`src/rtl/debounce_filter_if.sv`:
```
// Signal bundle between a raw-input source and the debounce filter.
// sample_en/signal_in flow into the filter; signal_out/settling flow back out.
interface debounce_filter_if #(
  parameter int WIDTH = 1
);
  logic             sample_en;
  logic [WIDTH-1:0] signal_in;
  logic [WIDTH-1:0] signal_out;
  logic [WIDTH-1:0] settling;

  modport master (
    output sample_en,
    output signal_in,
    input  signal_out,
    input  settling
  );

  modport slave (
    input  sample_en,
    input  signal_in,
    output signal_out,
    output settling
  );
endinterface

```
`src/rtl/debounce_filter.sv`:
```
// Per-bit 2-flop synchronizer followed by a stability counter FSM; a bit's output
// flips only after sync2 disagrees with it for STABLE_CYCLES consecutive qualified samples.
module debounce_filter #(
  parameter int               WIDTH         = 1,
  parameter int               STABLE_CYCLES = 16,
  parameter logic [WIDTH-1:0] RESET_VALUE   = '0
) (
  input  logic              clk,
  input  logic              n_rst,
  debounce_filter_if.slave  bus
);

  localparam int            CW       = $clog2(STABLE_CYCLES);
  localparam logic [CW-1:0] CNT_LAST = CW'(STABLE_CYCLES - 1);

  typedef enum logic {
    ST_STABLE   = 1'b0,
    ST_SETTLING = 1'b1
  } state_t;

  logic [WIDTH-1:0] r_sync1;
  logic [WIDTH-1:0] r_sync2;
  logic [WIDTH-1:0] r_out;
  logic [WIDTH-1:0] w_out_nxt;
  logic [WIDTH-1:0] w_mismatch;
  logic [WIDTH-1:0] w_settling;
  state_t           r_state     [WIDTH];
  state_t           w_state_nxt [WIDTH];
  logic [CW-1:0]    r_cnt       [WIDTH];
  logic [CW-1:0]    w_cnt_nxt   [WIDTH];

  assign w_mismatch = r_sync2 ^ r_out;

  always_ff @(posedge clk or negedge n_rst) begin
    if (!n_rst) begin
      r_sync1 <= RESET_VALUE;
      r_sync2 <= RESET_VALUE;
      r_out   <= RESET_VALUE;
      for (int i = 0; i < WIDTH; i++) begin
        r_state[i] <= ST_STABLE;
        r_cnt[i]   <= '0;
      end
    end else begin
      r_sync1 <= bus.signal_in;
      r_sync2 <= r_sync1;
      r_out   <= w_out_nxt;
      for (int i = 0; i < WIDTH; i++) begin
        r_state[i] <= w_state_nxt[i];
        r_cnt[i]   <= w_cnt_nxt[i];
      end
    end
  end

  // A bounce (sync2 agreeing with the output again) aborts a count even when
  // sample_en is low; only the advance of the counter is qualified.
  always_comb begin
    w_out_nxt = r_out;
    for (int i = 0; i < WIDTH; i++) begin
      w_state_nxt[i] = r_state[i];
      w_cnt_nxt[i]   = r_cnt[i];
      case (r_state[i])
        ST_STABLE: begin
          if (w_mismatch[i] && bus.sample_en) begin
            w_state_nxt[i] = ST_SETTLING;
            w_cnt_nxt[i]   = CW'(1);
          end
        end
        ST_SETTLING: begin
          if (!w_mismatch[i]) begin
            w_state_nxt[i] = ST_STABLE;
            w_cnt_nxt[i]   = '0;
          end else if (bus.sample_en) begin
            if (r_cnt[i] == CNT_LAST) begin
              w_out_nxt[i]   = r_sync2[i];
              w_state_nxt[i] = ST_STABLE;
              w_cnt_nxt[i]   = '0;
            end else begin
              w_cnt_nxt[i] = r_cnt[i] + CW'(1);
            end
          end
        end
        default: begin
          w_state_nxt[i] = ST_STABLE;
          w_cnt_nxt[i]   = '0;
        end
      endcase
    end
  end

  always_comb begin
    w_settling = '0;
    for (int i = 0; i < WIDTH; i++) begin
      w_settling[i] = (r_state[i] == ST_SETTLING);
    end
  end

  assign bus.signal_out = r_out;
  assign bus.settling   = w_settling;

endmodule

```
`src/flat_wrapper.sv`:
```
// flat-port wrapper written by rule: the top's interface ports become plain ports
module debounce_filter_flat 
#(
  parameter int               WIDTH         = 1,
  parameter int               STABLE_CYCLES = 16,
  parameter logic [WIDTH-1:0] RESET_VALUE   = '0
)
  (clk, n_rst, bus_sample_en, bus_signal_in, bus_signal_out, bus_settling);
  debounce_filter_if #(.WIDTH(WIDTH)) bus_i ();
  input  logic clk;
  input  logic n_rst;
  input wire logic [$bits(bus_i.sample_en)-1:0] bus_sample_en;
  input wire logic [$bits(bus_i.signal_in)-1:0] bus_signal_in;
  output wire logic [$bits(bus_i.signal_out)-1:0] bus_signal_out;
  output wire logic [$bits(bus_i.settling)-1:0] bus_settling;
  assign bus_i.sample_en = bus_sample_en;
  assign bus_i.signal_in = bus_signal_in;
  assign bus_signal_out = bus_i.signal_out;
  assign bus_settling = bus_i.settling;
  debounce_filter #(.WIDTH(WIDTH), .STABLE_CYCLES(STABLE_CYCLES), .RESET_VALUE(RESET_VALUE)) u_core (.clk(clk), .n_rst(n_rst), .bus(bus_i));
endmodule
```
`config.mk`:
```
export PLATFORM = sky130hd
export DESIGN_NAME = debounce_filter_flat
export DESIGN_NICKNAME = d
export VERILOG_FILES = /design/src/rtl/debounce_filter_if.sv /design/src/rtl/debounce_filter.sv /design/src/flat_wrapper.sv
export SDC_FILE = /design/constraint.sdc
export NUM_CORES = 1
export LEC_CHECK = 0
export ABC_AREA = 1
export ABC_CLOCK_PERIOD_IN_PS = 900
export CAP_MARGIN = 15
export CELL_PAD_IN_SITES_DETAIL_PLACEMENT = 0
export CELL_PAD_IN_SITES_GLOBAL_PLACEMENT = 1
export CORE_AREA = 2 2 39 41
export CTS_CLUSTER_SIZE = 30
export DETAILED_ROUTE_END_ITERATION = 8
export DIE_AREA = 0 0 41 43
export PLACE_DENSITY_LB_ADDON = 0.1
export SLEW_MARGIN = 20
export SYNTH_ARGS = -nofsm -noshare
export SYNTH_HDL_FRONTEND = slang
export SYNTH_SLANG_ARGS = --single-unit
```
`constraint.sdc`:
```
create_clock -name clk -period 0.9 [get_ports clk]
set_input_delay 0.09 -clock clk [delete_from_list [all_inputs] [get_ports clk]]
set_output_delay 0.09 -clock clk [all_outputs]
set_load 0.03 [all_outputs]
```
### Cell classes on the final placement

Bar = 10 µm. Fill, decap, tap and diode cells in gray.
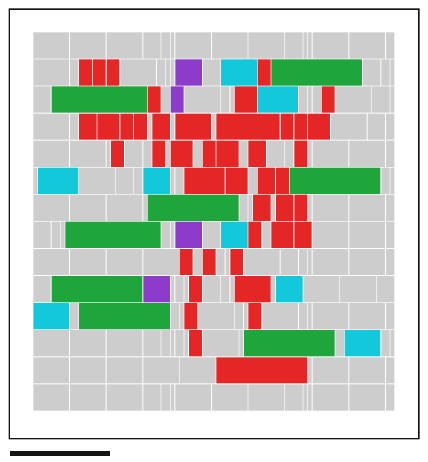
| color | class | cells | share of their area |
|---|---|---|---|
| purple | clock drivers and dummy loads | 4 | 4.8% |
| red | combinational and other logic | 43 | 44% |
| cyan | other buffers and delay cells | 8 | 14% |
| green | flops | 8 | 37% |

### Metal 1

Supply wires on this layer in gray.
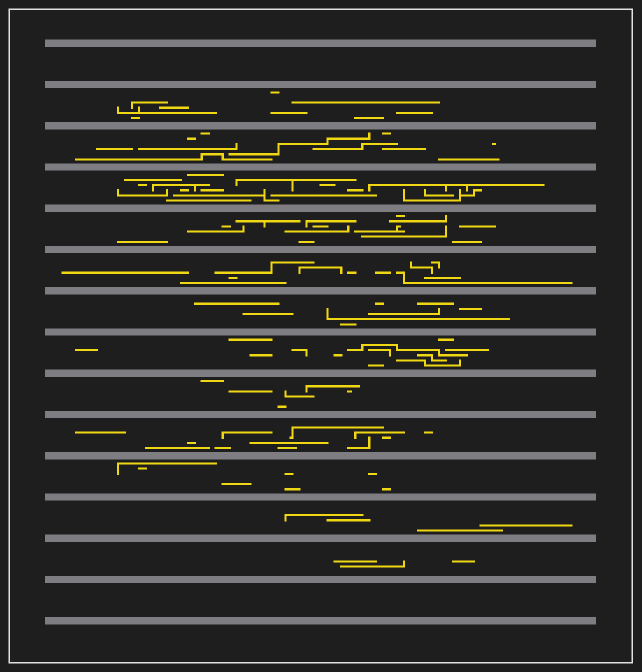
longest straight run: 12.0 µm
wire length on this layer: 373 µm
nets with wire on the layer: 58
main direction: horizontal
M1 GR Usage: 0.158
WL final: 895 µm
via count: 371

==> results_slide.txt <==
Physical Implementation Snapshot

Setup path
  – Critical path class: register to register
  – Worst Path Buf+Inv: 1
  – R2R Path Start: u_core.r_cnt[0]
  – Critical path's slowest cell: dfrtp_1
  – Delay-heaviest family, CP: flip-flops
  – Crit path depth: 6
  – Max Fanout on Critical Path: 3
  – Reg2reg path depth: 6
  – Crit path to: u_core.r_cnt[2]
  – Max stage delay on crit path: 0.41 ns
  – Crit path launch type: register
  – Crit-path cells: ha_4 > nand2_2 > inv_1 > nor2_1 > nand4_1 > nand2_1
  – Reg2Reg Setup Slack: -0.09 ns
  – Worst R2R End: u_core.r_cnt[2]
  – Arr. time, crit path: 1.19 ns
  – CP required: 1.11 ns
  – Nature of the critical path endpoint: register
  – CP Launch Point: u_core.r_cnt[0]

Place
  – Placed cell areas: 495 µm²
  – Dpl cells: 74
  – Post-DP HPWL: 644 µm
  – Pre-CTS WS: -0.224 ns
  – Placer Congestion: 0.711
  – Buffers on Ports: 5

Finish
  – Buffer share of cell area: 0.132
  – Fraction of area in registers: 0.358
  – Clock buf count: 4
  – MI comb cells: 38
  – Nonclk inv count: 5
  – Diode count: 0
  – Largest class: logic gates
  – Most numerous logic cell after layout: nand2_1
  – Most frequent cells in the layout: 16 x nand2_1, 6 x dfrtp_1, 5 x nand3_1
  – Flops: 8
  – Non-Clock Buffer Count: 8
  – Max reg flops: 4
  – # nets final: 69
  – Layout cells sized above 1: 0.349
  – Logic share of the area: 0.395
  – Area growth, synth to finish: 38.1%
  – Fin area: 567 µm²
  – FF/Latch Area: 203 µm²
  – Layout filler cell count: 146
  – Reg with most FFs: u_core.r_cnt
  – Clock-cell share: 0.0464
  – Logic area: 224 µm²
  – Post-layout util: 0.410

CTS
  – Worst skew pair latency: 0.26 ns
  – TritonCTS clock tree: yes
  – Clock tree buffer depth: 2
  – Cts-stage hold buffer count: 0
  – Clock Sinks: 8
  – Post-CTS Setup Bufs: 1
  – TritonCTS buffer count: 3
  – Clock Pin Slew Worst Setup and Hold Paths: 0.07 ns
  – Root buf cell: clkbuf_4
  – # H-tree levels: 1
  – # resized after CTS: 6

Final timing
  – Setup TNS: -0.483 ns
  – Final Hold Viols: 0
  – Final Max Tran Viols: 0
  – Final clock skew: 0.0109 ns
  – Max-Slew Margin vs Limit: 0.749
  – Final min period: 0.989 ns
  – Final setup viols: 8
  – WHS: 0.106 ns
  – RSZ-0062 raised after global routing: yes
  – Final setup margin: -0.0890 ns
  – Fmax achieved: 1010 MHz
  – Slew @ Worst Pin: 0.375 ns
  – Final Cycle Share: 1.10

Pwr
  – Reported net switching power: 0.231 mW
  – Switching share of power: 0.273
  – Power Total: 0.847 mW
  – Clock Power: 0.311 mW
  – PD cells: 1490 nW/µm²
  – P_leak: 0.281 nW
  – P_int: 0.616 mW
  – Top pwr grp: registers
  – Combinational Power: 0.134 mW
  – Logic gate share of total power: 0.158
  – Peak supply drop: 0.657 mV
  – Seq pwr share: 0.475
  – Sequential cell power: 0.402 mW

Run
  – Max Cap Viol: 0

Global route
  – First-pass GRT wire length: 1660 µm
  – GRT Overall Usage: 0.147
  – Met3 Resource Use GR: 0.0314
  – Vias in the first global route: 404
  – Antenna violations before repair: 0
  – Final global-route overflow total: 0
  – Gr busiest metal: met2

Yosys
  – Yosys synthesis chip area: 410 µm²
  – Yosys cell count: 51
  – Top logic family: simple AND/OR/NAND/NOR gates
  – Asr flop ratio synth: 1.00
  – Post-synth top area cell: dfrtp_1
  – Synth cell count leaders: 17 x nand2_1, 8 x dfrtp_1, 6 x nand3_1
  – Post-Synthesis Cells: 51
  – Most area-consuming cells after synthesis: dfrtp_1 49%, nand2_1 16%, nand3_1 7.3%, nand3_2 4.9%, nand2_2 4.6%
  – Post-synth cell types: 12
  – Synth Area in XOR/XNOR: 0
  – Fa+ha+maj area frac: 0.0305
  – Number of enable flip-flop cells: 0
  – Complex Gates by Area: 0.0244
  – Seq/Total Area, Yosys: 0.488
  – FF+latch count, synth: 8
  – Dominant register cell: dfrtp_1
  – MUX share of area: 0
  – Top-count cell post-synth: nand2_1
  – Mapped cell area: 410 µm²

Route
  – WL met3: 29 µm
  – DR WL/cell: 11.3 µm
  – Wl on met1: 373 µm
  – DR pass1 iterations: 1
  – DR DRC count: 0
  – Detail Route Antenna Nets: 0
  – Highest routed layer: met4
  – Met2 wire len: 470 µm
  – DR iter-0 viols: 0

Floorplan
  – Die Size: 1760 µm²
  – Well Taps: 16
  – Die width: 41 µm
  – Number of placement rows: 14
  – Die Ht: 43 µm
  – Initial Util: 0.297

Worst hold path
  – Hold Crit Class: primary input to async pin

Run status
  – Status: finished with violations
  – Failing checks: setup timing
No activity file was given, so power comes from the tool's default toggle rates.
